Metal layers overlaid:
(6 px per um)
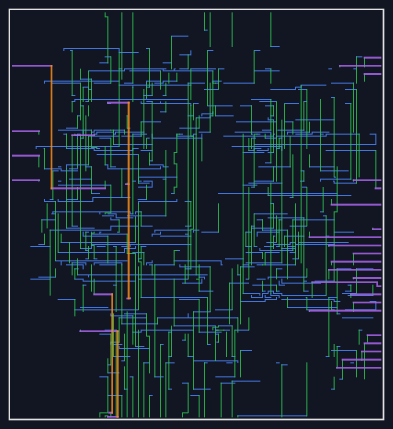
Clock wires, drivers and flops:
(4 px per um)
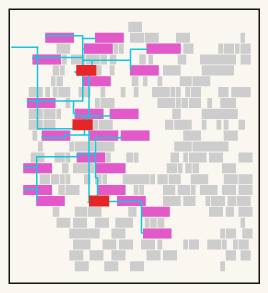
Clock nets:
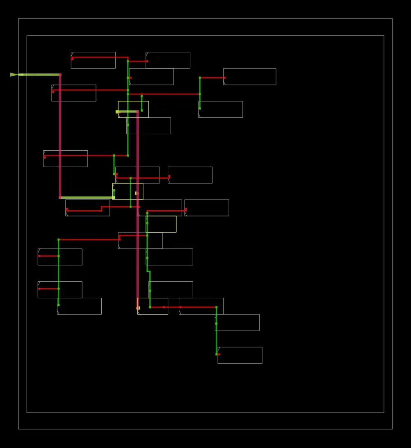
File: src/rtl/minimig_zorro_decode_if.sv
// Purpose: bundles the autoconfig write port, CPU request/address and decode results of minimig_zorro_decode.
// Latency: wires only; timing is set by the decoder (1 cycle from request to sel_*/hit_valid).
// Backpressure: none; the decoder accepts every qualified write/request, so there is no ready.
interface minimig_zorro_decode_if;
    logic        clk7_en;
    logic        ac_sel;
    logic [6:0]  ac_address;        // autoconfig register address bits [7:1]
    logic        hwr;
    logic        lwr;
    logic [15:0] data_in;
    logic [2:0]  board_configured;  // bit0 ZII RAM, bit1 ZIII RAM
    logic [1:0]  fastram_config;    // 00 off, 01 2 MB, 10 4 MB, 11 8 MB
    logic        cpu_req;
    logic [30:0] cpu_address;       // CPU address bits [31:1]
    logic [7:0]  base_zii;          // A23..A16
    logic [7:0]  base_ziii;         // A31..A24
    logic        sel_zii;
    logic        sel_ziii;
    logic        hit_valid;

    // Driver side: CPU / autoconfig logic
    modport master (
        output clk7_en, ac_sel, ac_address, hwr, lwr, data_in,
               board_configured, fastram_config, cpu_req, cpu_address,
        input  base_zii, base_ziii, sel_zii, sel_ziii, hit_valid
    );

    // Decoder side
    modport slave (
        input  clk7_en, ac_sel, ac_address, hwr, lwr, data_in,
               board_configured, fastram_config, cpu_req, cpu_address,
        output base_zii, base_ziii, sel_zii, sel_ziii, hit_valid
    );
endinterface

File: src/rtl/minimig_zorro_decode.sv
// Purpose: captures Zorro base addresses from autoconfig writes, commits them on board_configured rises, decodes CPU hits.
// Latency: decode registered, sel_*/hit_valid valid 1 cycle after a sampled request; base commits 1 cycle after the edge.
// Backpressure: none; every write/request qualified by clk7_en is taken. ZIII support is built with MINIMIG_ZORRO3_DECODE_EN.
module minimig_zorro_decode (
    input  logic                         clk,
    input  logic                         _reset,
    minimig_zorro_decode_if.slave        bus
);

    typedef enum logic [1:0] {
        ST_IDLE    = 2'd0,
        ST_LO_SEEN = 2'd1,
        ST_ARMED   = 2'd2
    } state_t;

    state_t      r_state;
    state_t      w_state_nxt;
    state_t      w_state_post_commit;
    logic [3:0]  r_pend_lo;
    logic [3:0]  r_pend_hi;
    logic [3:0]  w_pend_lo_nxt;
    logic [3:0]  w_pend_hi_nxt;
    logic [7:0]  r_base_zii;
    logic [7:0]  w_base_zii_nxt;
    logic [2:0]  r_bc_q;
    logic        r_post_rst;
    logic        r_sel_zii;
    logic        r_hit_valid;

    logic        w_cfg_wr;
    logic        w_wr_lo;
    logic        w_wr_hi;
    logic        w_commit_zii;
    logic        w_req;
    logic [7:0]  w_a_top;
    logic [3:0]  w_a_nib;
    logic [4:0]  w_zii_n;
    logic [4:0]  w_zii_upper;
    logic        w_zii_hit;

    // Config writes are only meaningful on 7 MHz enable cycles with the autoconfig space selected.
    assign w_cfg_wr = bus.clk7_en & bus.ac_sel & (bus.hwr | bus.lwr);
    assign w_wr_lo  = w_cfg_wr & (bus.ac_address == 7'h25);   // byte address 0x4A
    assign w_wr_hi  = w_cfg_wr & (bus.ac_address == 7'h24);   // byte address 0x48

    // The first cycle after reset is masked so a board_configured already high is not mistaken for a rise.
    assign w_commit_zii = bus.board_configured[0] & ~r_bc_q[0] & ~r_post_rst;

    // A commit happens "before" a same-cycle write: the write sees the post-commit state.
    assign w_state_post_commit = w_commit_zii ? ST_IDLE : r_state;

    // Next-state, pending and ZII base updates.
    always_comb begin
        w_state_nxt    = w_state_post_commit;
        w_pend_lo_nxt  = r_pend_lo;
        w_pend_hi_nxt  = r_pend_hi;
        w_base_zii_nxt = r_base_zii;
        if (w_commit_zii) begin
            w_base_zii_nxt = {r_pend_hi, r_pend_lo};
        end
        if (w_wr_lo) begin
            w_pend_lo_nxt = bus.data_in[15:12];
            w_state_nxt   = ST_LO_SEEN;
        end else if (w_wr_hi) begin
            w_pend_hi_nxt = bus.data_in[15:12];
            w_state_nxt   = ST_ARMED;
            // A lone 0x48 write means the low nibble was never written this round.
            if (w_state_post_commit == ST_IDLE) begin
                w_pend_lo_nxt = 4'h0;
            end
        end
    end

    // ZII window: base nibble up to base+N-1 in 5 bits so a window near the top never wraps to 0.
    assign w_req   = bus.cpu_req & bus.clk7_en;
    assign w_a_top = bus.cpu_address[30:23];    // A31..A24
    assign w_a_nib = bus.cpu_address[22:19];    // A23..A20

    always_comb begin
        case (bus.fastram_config)
            2'b01:   w_zii_n = 5'd2;
            2'b10:   w_zii_n = 5'd4;
            2'b11:   w_zii_n = 5'd8;
            default: w_zii_n = 5'd0;
        endcase
    end

    assign w_zii_upper = {1'b0, r_base_zii[7:4]} + w_zii_n - 5'd1;
    assign w_zii_hit   = bus.board_configured[0] & (bus.fastram_config != 2'b00) &
                         (w_a_top == 8'h00) & (w_a_nib >= r_base_zii[7:4]) &
                         ({1'b0, w_a_nib} <= w_zii_upper);

    // Config state, ZII base, edge-detect copy and registered decode.
    always_ff @(posedge clk) begin
        if (!_reset) begin
            r_state     <= ST_IDLE;
            r_pend_lo   <= 4'h0;
            r_pend_hi   <= 4'h0;
            r_base_zii  <= 8'h00;
            r_bc_q      <= 3'b000;
            r_post_rst  <= 1'b1;
            r_sel_zii   <= 1'b0;
            r_hit_valid <= 1'b0;
        end else begin
            r_state     <= w_state_nxt;
            r_pend_lo   <= w_pend_lo_nxt;
            r_pend_hi   <= w_pend_hi_nxt;
            r_base_zii  <= w_base_zii_nxt;
            r_bc_q      <= bus.board_configured;
            r_post_rst  <= 1'b0;
            r_hit_valid <= w_req;
            if (w_req) begin
                r_sel_zii <= w_zii_hit;
            end
        end
    end

    assign bus.base_zii  = r_base_zii;
    assign bus.sel_zii   = r_sel_zii;
    assign bus.hit_valid = r_hit_valid;

`ifdef MINIMIG_ZORRO3_DECODE_EN
    logic [7:0]  r_pend_z3;
    logic [7:0]  r_base_ziii;
    logic        r_sel_ziii;
    logic        w_wr_z3;
    logic        w_commit_ziii;
    logic        w_ziii_hit;
    logic        w_unused;

    assign w_wr_z3       = w_cfg_wr & (bus.ac_address == 7'h22);   // byte address 0x44
    assign w_commit_ziii = bus.board_configured[1] & ~r_bc_q[1] & ~r_post_rst;
    assign w_ziii_hit    = bus.board_configured[1] & (w_a_top == r_base_ziii);

    // ZIII pending/base capture and decode; ZII wins when both windows match.
    always_ff @(posedge clk) begin
        if (!_reset) begin
            r_pend_z3   <= 8'h00;
            r_base_ziii <= 8'h00;
            r_sel_ziii  <= 1'b0;
        end else begin
            if (w_commit_ziii) begin
                r_base_ziii <= r_pend_z3;
            end
            if (w_wr_z3) begin
                r_pend_z3 <= bus.data_in[15:8];
            end
            if (w_req) begin
                r_sel_ziii <= w_ziii_hit & ~w_zii_hit;
            end
        end
    end

    assign bus.base_ziii = r_base_ziii;
    assign bus.sel_ziii  = r_sel_ziii;
    assign w_unused      = ^{bus.data_in[7:0], bus.cpu_address[18:0], r_bc_q[2]};
`else
    logic        w_unused;

    assign bus.base_ziii = 8'h00;
    assign bus.sel_ziii  = 1'b0;
    assign w_unused      = ^{bus.data_in[11:0], bus.cpu_address[18:0], r_bc_q[2:1]};
`endif

endmodule

File: src/flat_wrapper.sv
// flat-port wrapper written by rule: the top's interface ports become plain ports
module minimig_zorro_decode_flat 
  (clk, _reset, bus_clk7_en, bus_ac_sel, bus_ac_address, bus_hwr, bus_lwr, bus_data_in, bus_board_configured, bus_fastram_config, bus_cpu_req, bus_cpu_address, bus_base_zii, bus_base_ziii, bus_sel_zii, bus_sel_ziii, bus_hit_valid);
  minimig_zorro_decode_if bus_i ();
  input  logic clk;
  input  logic _reset;
  input wire logic [$bits(bus_i.clk7_en)-1:0] bus_clk7_en;
  input wire logic [$bits(bus_i.ac_sel)-1:0] bus_ac_sel;
  input wire logic [$bits(bus_i.ac_address)-1:0] bus_ac_address;
  input wire logic [$bits(bus_i.hwr)-1:0] bus_hwr;
  input wire logic [$bits(bus_i.lwr)-1:0] bus_lwr;
  input wire logic [$bits(bus_i.data_in)-1:0] bus_data_in;
  input wire logic [$bits(bus_i.board_configured)-1:0] bus_board_configured;
  input wire logic [$bits(bus_i.fastram_config)-1:0] bus_fastram_config;
  input wire logic [$bits(bus_i.cpu_req)-1:0] bus_cpu_req;
  input wire logic [$bits(bus_i.cpu_address)-1:0] bus_cpu_address;
  output wire logic [$bits(bus_i.base_zii)-1:0] bus_base_zii;
  output wire logic [$bits(bus_i.base_ziii)-1:0] bus_base_ziii;
  output wire logic [$bits(bus_i.sel_zii)-1:0] bus_sel_zii;
  output wire logic [$bits(bus_i.sel_ziii)-1:0] bus_sel_ziii;
  output wire logic [$bits(bus_i.hit_valid)-1:0] bus_hit_valid;
  assign bus_i.clk7_en = bus_clk7_en;
  assign bus_i.ac_sel = bus_ac_sel;
  assign bus_i.ac_address = bus_ac_address;
  assign bus_i.hwr = bus_hwr;
  assign bus_i.lwr = bus_lwr;
  assign bus_i.data_in = bus_data_in;
  assign bus_i.board_configured = bus_board_configured;
  assign bus_i.fastram_config = bus_fastram_config;
  assign bus_i.cpu_req = bus_cpu_req;
  assign bus_i.cpu_address = bus_cpu_address;
  assign bus_base_zii = bus_i.base_zii;
  assign bus_base_ziii = bus_i.base_ziii;
  assign bus_sel_zii = bus_i.sel_zii;
  assign bus_sel_ziii = bus_i.sel_ziii;
  assign bus_hit_valid = bus_i.hit_valid;
  minimig_zorro_decode u_core (.clk(clk), ._reset(_reset), .bus(bus_i));
endmodule
File: config.mk
export PLATFORM = sky130hd
export DESIGN_NAME = minimig_zorro_decode_flat
export DESIGN_NICKNAME = d
export VERILOG_FILES = /design/src/rtl/minimig_zorro_decode_if.sv /design/src/rtl/minimig_zorro_decode.sv /design/src/flat_wrapper.sv
export SDC_FILE = /design/constraint.sdc
export NUM_CORES = 1
export LEC_CHECK = 0
export CORE_ASPECT_RATIO = 1.1
export CORE_UTILIZATION = 32
export DETAILED_ROUTE_END_ITERATION = 6
export GPL_TIMING_DRIVEN = 0
export PLACE_DENSITY_LB_ADDON = 0.12
export SETUP_SLACK_MARGIN = 0.05
export SLEW_MARGIN = 20
export SYNTH_ARGS = -nofsm -noshare
export SYNTH_HDL_FRONTEND = slang
export SYNTH_SLANG_ARGS = --single-unit
export TNS_END_PERCENT = 50
File: constraint.sdc
create_clock -name clk -period 2.04 [get_ports clk]
set_input_delay 0.306 -clock clk [delete_from_list [all_inputs] [get_ports clk]]
set_output_delay 0.306 -clock clk [all_outputs]
set_load 0.02 [all_outputs]
==> reports/results.ini <==
[logic_synthesis]
netlist_area_um2 = 1270
edf_count = 0
yosys_area_um2 = 1270
netlist_instances = 145
syn_avg_cell_area_um2 = 8.78
ys_cells = 145
synthArstFlopShare_pct = 0
largest_area_cell = dfxtp_1
ys_ff = 22
topCellsByArea = dfxtp_1 35%, ha_1 14%, nand2_1 8.6%, buf_4 5.3%, a21oi_1 3.9%
synth_top_area_share_pct = 34.6
synth.distinct_cells = 34
ys_seq_share_pct = 34.6
ys.flop_type = dfxtp_1
ys_warn_count = 0

[clock_tree]
clockRootBuffer = clkbuf_8
clk_path_buf_depth = 2
tritoncts = done
h-tree-depth = 1
insertion_delay_ns = 0.26
cts-buffers-inserted = 3
clk_pin_slew_ns = 0.08

[setup_path]
cp_data_arrival_time_ns = 2.31
critical_path.top_delay_family = adder cells
crit_buf_inv = 3
cpPeakStageDelay_ns = 0.54
startpoint_type = flip-flop
crit_slowest_cell = fa_2
worst_path_most_repeated_cell = ha_4
cp_cell_sequence = inv_4 > ha_4 > inv_2 > ha_4 > fa_2 > inv_2 > ha_4 > o21a_1 > o2111ai_1 > o21a_1
worst_setup_path_end_kind = flip-flop
worstPathMaxFanout = 2
critPathRequiredTime_ns = 2.20
critPathKind = flip-flop to flip-flop

[floorplan]
die_width_um = 62.1
initCoreUtil_pct = 34.3
io-pin-count = 85
core_area_um2 = 3710
die_height_um = 68.1
die_area_um2 = 4230
rows = 23

[final_timing]
min_period_ns = 2.16
hold_ws_ns = 0.462
period_used_pct = 106
post-route-worst-setup-slack_ns = -0.117
setup_viol = 1
timing.fmax_mhz = 464
rsz0062_at_grt = true
slew_viol_final = 0
hold_viol = 0

[global_routing]
antenna_found_initial = 0
grt_max_degree = 13
grt_pass1_wl_mm = 4.86
overflow = 0
grt_pass1_vias = 1107

[cells_and_area]
nFillCells = 340
drive_gt1_share_pct = 15.9
diodes = 0
final-comb-area_um2 = 781
finalInstanceArea_um2 = 1910
finalNetCount = 283
regArea_um2 = 445
area_growth_pct = 49.9
fin_util_pct = 51.4

[route]
detail-route-antenna-nets = 0
vias_per_cell = 4.67
route.detailed.drc = 0
drt_iter0_drc = 28
avgRoutedWirePerCell_um = 11.7
drt_first_pass_iters = 4
vias = 1173

[pwr]
vdd_drop_max_v = 0.000409
p_per_area_nw_per_um2 = 490
p_leak_nw = 0.767
p_total_w = 0.000935

[place]
io_buffers = 42
hpwl_mm = 2.37
place_area_um2 = 1790
place_congestion = 0.854
pre_cts_ws_ns = -0.766

[worst_hold_path]
worstHoldPathType = flip-flop to flip-flop

[status]
violations = negative setup slack
status = finished, violations left

[run]
warnings = 63
max-cap-violations = 0

Back to the opening pictures, 'metal layers overlaid':
[orange] M4 | wire length: 87.0 um
[purple] M3 | wire length: 174 um
[green] M2 | wire length: 1450 um
[blue] M1 | wire length: 1220 um
GRT Total Usage: 14.6%
routed wire length: 2.93 mm

Back to the opening pictures, 'clock wires, drivers and flops':
[cyan] clock wires | length: 261 um
[red] clock-net drivers | count: 3
[magenta] flip-flops | count: 22
routed clock nets: 4
clock power share: 32.9%
final worst clock skew: 0.00640 ns
clock group power: 0.000307 W

Back to the opening pictures, 'clock nets':
clk sink count: 22
CLK BUF: 4
seq_cells: 22

[final cells by class]
cell class,instances,share of cell area [%]
inverters,14,2.89
flip-flops and latches,22,23.4
clock buffers,4,2.89
repair buffers,44,22.6
well taps,50,3.28
plain buffers,11,4.00
multi-input cells,106,40.9
[stage by stage]
stage / instances / TNS [ns]
floorplan: 153 / -0.135
global placement: 245 / -0.733
detailed placement: 245 / -0.766
CTS: 251 / -0.126
global route: 251 / -0.221
finish: 251 / -0.117
[final timing paths]
check | startpoint | to | cells after the start | slack (ns)
max | u_core.bus.base_zii[5] | u_core.bus.sel_zii | 10 | -0.12
min | u_core.bus.base_zii[0] | u_core.bus.base_zii[0] | 2 | 0.46
max reg2reg | u_core.bus.base_zii[5] | u_core.bus.sel_zii | 10 | -0.12
min reg2reg | u_core.bus.base_zii[0] | u_core.bus.base_zii[0] | 2 | 0.46
[report_power, final]
part | total [W] | internal (W) | switching (W)
Sequential | 0.000433 | 0.000431 | 0.00000233
Combinational | 0.000195 | 0.000108 | 0.0000866
Clock | 0.000307 | 0.000172 | 0.000135
[cell families after synthesis]
family	count (synthesis)	share of synthesized area (%)
xor+xnor	2	1.38
buf+inv	25	10.1
simple gates	49	19.5
fa+ha+maj	15	15.3
flops	22	34.6
mux	4	3.15
compound gates	27	15.6
other cells	1	0.295
[cell usage in the layout (no fill, tap or decap), types with 3 or more instances in the layout]
master and instances:
o21a_1 4, inv_1 10, ha_1 11, a22o_1 4
clkdlybuf4s50_1 40, nand2_1 29, dfxtp_1 20, ha_4 3
mux2i_1 4, inv_2 3, clkbuf_8 4, conb_1 9
buf_4 11, a21oi_1 10, nand3_1 3, nor2_1 4
[worst reg2reg max path, delay by kind of cell, from the launching register on]
kind	cells	cell delay, ns
AND-OR/OR-AND	3	0.37
adder cells (fa/ha/maj)	4	1.19
buffers and inverters	3	0.12
flip-flops	1	0.36
[cell usage after synthesis, drive strengths merged, types with 3 or more instances]
library cell  count
a22o              4
buf              10
a21oi            10
ha               14
mux2i             4
inv              14
nand3             3
nand2            29
nor2              5
o21a              4
dfxtp            22
[per-layer routing]
layer | global-route usage, % | routed length [um]
met1 | 15.7 | 1220
met2 | 27.6 | 1450
met3 | 2.67 | 174
met4 | 8.43 | 87
met5 | 0 | 0
[what timing repair did]
| action | CTS | global route |
|---|---|---|
| endpoints found under the setup margin | 1 | 1 |
| pin swaps | 3 | 0 |
| hold buffers | 0 | 0 |
| gates cloned | 0 | 0 |
| resized | 16 | 0 |
| buffers inserted | 2 | 0 |
| hold endpoints to repair | 0 | 0 |
[state kept, by name, indices dropped and copies added (netlist names)]
name,flops
u_core.bus.base_zii,8
u_core.r_pend_hi,4
u_core.r_pend_lo,4
u_core.r_state,2
u_core.bus.hit_valid,1
u_core.bus.sel_zii,1
u_core.r_bc_q,1
u_core.r_post_rst,1
No activity file was given, so power comes from the tool's default toggle rates.
